### config.mk
export PLATFORM = sky130hd
export DESIGN_NAME = div_unit
export DESIGN_NICKNAME = d
export VERILOG_FILES = /design/src/rtl/div_unit.sv
export SDC_FILE = /design/constraint.sdc
export NUM_CORES = 1
export LEC_CHECK = 0
export CORE_UTILIZATION = 45
export DETAILED_ROUTE_END_ITERATION = 10
export MAX_ROUTING_LAYER = met4
export PLACE_DENSITY = 0.69
export SETUP_SLACK_MARGIN = 0.02
export SLEW_MARGIN = 25
export SYNTH_ARGS = -nofsm -noshare
export SYNTH_HDL_FRONTEND = slang
export SYNTH_SLANG_ARGS = --single-unit
### constraint.sdc
create_clock -name clk -period 5 [get_ports clk]
set_input_delay 0.5 -clock clk [delete_from_list [all_inputs] [get_ports clk]]
set_output_delay 0.5 -clock clk [all_outputs]
set_load 0.02 [all_outputs]
### src/rtl/div_unit.sv
// Multi-cycle restoring integer divider for DIV/DIVU in the EX stage.
// Produces {remainder, quotient}; one quotient bit per cycle, MSB first.
module div_unit #(
  parameter int WIDTH = 32
) (
  input  logic               clk,
  input  logic               rst,
  input  logic               start,
  input  logic               signed_div,
  input  logic               annul,
  input  logic [WIDTH-1:0]   opdata1,
  input  logic [WIDTH-1:0]   opdata2,
  output logic [2*WIDTH-1:0] result,
  output logic               ready
);

  localparam int CW = (WIDTH > 1) ? $clog2(WIDTH) : 1;
  localparam logic [CW-1:0] LAST_CNT = CW'(WIDTH - 1);

  typedef enum logic [1:0] {
    IDLE     = 2'd0,
    DIV_ZERO = 2'd1,
    BUSY     = 2'd2,
    DONE     = 2'd3
  } state_e;

  state_e             state_q;
  logic [CW-1:0]      cnt_q;
  logic [WIDTH-1:0]   dvd_q;
  logic [WIDTH-1:0]   dsr_q;
  logic [WIDTH-1:0]   rem_q;
  logic               negq_q;
  logic               negr_q;
  logic [2*WIDTH-1:0] result_q;
  logic               ready_q;

  logic               sign1_s;
  logic               sign2_s;
  logic [WIDTH-1:0]   mag1_s;
  logic [WIDTH-1:0]   mag2_s;
  logic [WIDTH:0]     shifted_s;
  logic [WIDTH:0]     trial_s;
  logic               qbit_s;
  logic [WIDTH-1:0]   rem_d;
  logic [WIDTH-1:0]   dvd_d;
  logic [WIDTH-1:0]   quo_fix_s;
  logic [WIDTH-1:0]   rem_fix_s;

  // Operand conditioning: signed operands become magnitudes on accept
  always_comb begin
    sign1_s = signed_div & opdata1[WIDTH-1];
    sign2_s = signed_div & opdata2[WIDTH-1];
    if (sign1_s) begin
      mag1_s = ~opdata1 + WIDTH'(1);
    end else begin
      mag1_s = opdata1;
    end
    if (sign2_s) begin
      mag2_s = ~opdata2 + WIDTH'(1);
    end else begin
      mag2_s = opdata2;
    end
  end

  // One restoring step; quotient bits shift into the vacated dividend LSBs
  always_comb begin
    shifted_s = {rem_q, dvd_q[WIDTH-1]};
    trial_s   = shifted_s - {1'b0, dsr_q};
    qbit_s    = ~trial_s[WIDTH];
    if (qbit_s) begin
      rem_d = trial_s[WIDTH-1:0];
    end else begin
      rem_d = {rem_q[WIDTH-2:0], dvd_q[WIDTH-1]};
    end
    dvd_d = {dvd_q[WIDTH-2:0], qbit_s};
    if (negq_q) begin
      quo_fix_s = ~dvd_d + WIDTH'(1);
    end else begin
      quo_fix_s = dvd_d;
    end
    if (negr_q) begin
      rem_fix_s = ~rem_d + WIDTH'(1);
    end else begin
      rem_fix_s = rem_d;
    end
  end

  // Control FSM and datapath registers
  always_ff @(posedge clk) begin
    if (rst) begin
      state_q  <= IDLE;
      cnt_q    <= '0;
      dvd_q    <= '0;
      dsr_q    <= '0;
      rem_q    <= '0;
      negq_q   <= 1'b0;
      negr_q   <= 1'b0;
      result_q <= '0;
      ready_q  <= 1'b0;
    end else begin
      case (state_q)
        IDLE: begin
          ready_q <= 1'b0;
          if (start && !annul) begin
            dvd_q  <= mag1_s;
            dsr_q  <= mag2_s;
            rem_q  <= '0;
            cnt_q  <= '0;
            negq_q <= sign1_s ^ sign2_s;
            negr_q <= sign1_s;
            if (opdata2 == '0) begin
              state_q <= DIV_ZERO;
            end else begin
              state_q <= BUSY;
            end
          end else begin
            state_q <= IDLE;
          end
        end
        BUSY: begin
          if (annul) begin
            state_q <= IDLE;
          end else begin
            rem_q <= rem_d;
            dvd_q <= dvd_d;
            cnt_q <= cnt_q + CW'(1);
            if (cnt_q == LAST_CNT) begin
              result_q <= {rem_fix_s, quo_fix_s};
              ready_q  <= 1'b1;
              state_q  <= DONE;
            end else begin
              state_q <= BUSY;
            end
          end
        end
        DIV_ZERO: begin
          if (annul) begin
            state_q <= IDLE;
          end else begin
            result_q <= '0;
            ready_q  <= 1'b1;
            state_q  <= DONE;
          end
        end
        DONE: begin
          // Holding start keeps the result up; no new operation until IDLE
          if (start && !annul) begin
            state_q <= DONE;
          end else begin
            ready_q <= 1'b0;
            state_q <= IDLE;
          end
        end
        default: begin
          ready_q <= 1'b0;
          state_q <= IDLE;
        end
      endcase
    end
  end

  assign result = result_q;
  assign ready  = ready_q;

endmodule

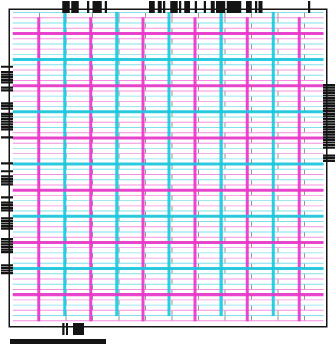
(PDN straps and rails)
Bar = 50 µm. Pins as bars on the die edge. Tap cells in gray.
[magenta] VSS
[cyan] VDD
tap cells: 335
met1 rails: 60
met4 straps: 11
met5 straps: 11
worst vdd ir: 224.4 µV
Core Area: 25980 µm²
die width: 164.5 µm

==> ci_impl_report.md <==
### Metrics collected by this job

| Metric | Value |
|---|---|
| Vias after detailed routing | `11890` |
| RSZ-0062 raised after global routing | `no` |
| Status | `completed` |
| Met2 wire len | `16590 µm` |
| Clk pwr share | `36.0%` |
| Sequential Area | `3406 µm²` |
| Met3 Use GR | `3.466%` |
| Synth Seq Share | `28.63%` |
| End of the critical path | `result[54]` |
| CP most frequent cell | `or4_4` |
| Overflow after GRT | `0` |
| CTS tree | `done` |
| Crit. End Element | `flop` |
| Reg clk slew, reported paths | `0.07 ns` |
| H-Tree Depth | `4` |
| Comb pwr | `0.830 mW` |
| Max frequency | `213.7 MHz` |
| Commonest Layout Cell | `nand2_1` |
| Worst-margin pin slew | `0.7929 ns` |
| Power per cell area | `249.7 nW/µm²` |
| Comb gate area | `7966 µm²` |
| Vias/cell | `5.798` |
| Ys flops | `170` |
| Vias in the first global route | `10700` |
| Power, Total | `3.547 mW` |
| Hold_ws | `0.4462 ns` |
| Sw frac | `33.40%` |
| Reg2reg start | `dvd_q[31]` |
| Levels on crit path | `22` |
| Yosys cell count | `1608` |
| Layout cell share with drive strength beyond 1 | `7.643%` |
| Clock Skew | `0.01867 ns` |
| Flop pwr share | `40.6%` |
| Max cap viols | `0` |
| Top layer in use | `met4` |
| Hold path start | `result[61]` |
| Iteration-0 DRC count of the detailed router | `1209` |
| Num Clock Sinks | `170` |
| Critical path data arrival time | `5.00 ns` |
| Crit path launch type | `flop` |
| FILL cells | `2557` |
| CTS Buffer Depth | `2` |
| Gr usage total | `28.95%` |
| IO Count | `134` |
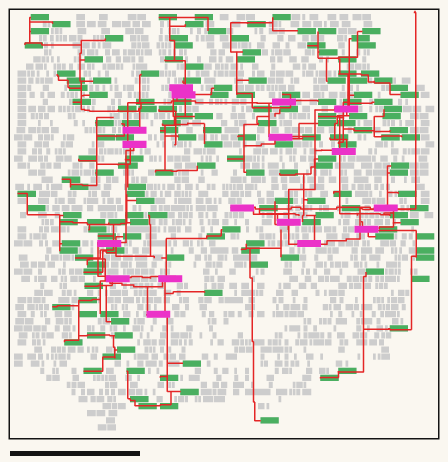
(clock distribution)
Bar = 50 µm.
[red] clock wires | length: 2410 µm
[magenta] clock drivers | count: 17
[green] flip-flops | count: 170
routed clock nets: 18

==> kinds of logic after synthesis <==
kind of cell    after synthesis  synth area share, %
flops                       170                28.63
buf+inv                     157                5.325
simple gates                595                22.77
mux                          22                1.957
xor+xnor                    138                10.17
compound gates              483                26.56
fa+ha+maj                    43                4.588
==> repair_timing <==
item,4_1_cts,5_1_grt
setup buffers,0,1
setup endpoints to repair,0,6
resized,0,5
hold buffers,0,0
==> cell usage after synthesis, types with 5 or more instances <==
cell      instances  share of area (%)
nand2_1         236                7.5
nor2_1          177                5.6
dfxtp_1         170                 29
a21oi_1         121                5.1
o21ai_0         120                5.1
xnor2_1          82                6.0
clkbuf_1         76                2.4
xor2_1           56                4.1
inv_1            55                1.7
a22oi_1          53                3.3
ha_1             42                4.4
nor3_1           41                1.7
a211oi_1         36                2.3
o31ai_1          24                1.5
nor4_1           18               0.95
nand3_1          17               0.72
or3_1            17               0.89
mux2i_1          15                1.3
nand4_1          15               0.79
nand2b_1         14               0.74
o211ai_1         14               0.88
o21ai_1          14               0.59
a21o_1           13               0.82
buf_2            12               0.51
a31oi_1          11               0.58
o41ai_1          10               0.74
and3_1            8               0.42
or4_1             8               0.51
a311oi_1          7               0.52
and2_1            7               0.37
nor2b_1           7               0.37
buf_1             6               0.19
mux2_2            6               0.57
o21a_1            6               0.38
o41ai_2           5               0.68
or2_2             5               0.26
==> cell type report <==
| cell class | count | share of cell area (%) |
|---|---|---|
| tap | 335 | 2.951 |
| multi-input combinational | 1281 | 56.09 |
| sequential | 170 | 23.98 |
| inverter | 56 | 1.498 |
| timing repair buffer | 176 | 11.63 |
| clock buffer | 18 | 3.022 |
| antenna | 2 | 0.03524 |
| clock inverter | 13 | 0.7929 |
Power figures rest on the tool's default switching activity, not on a simulated workload.
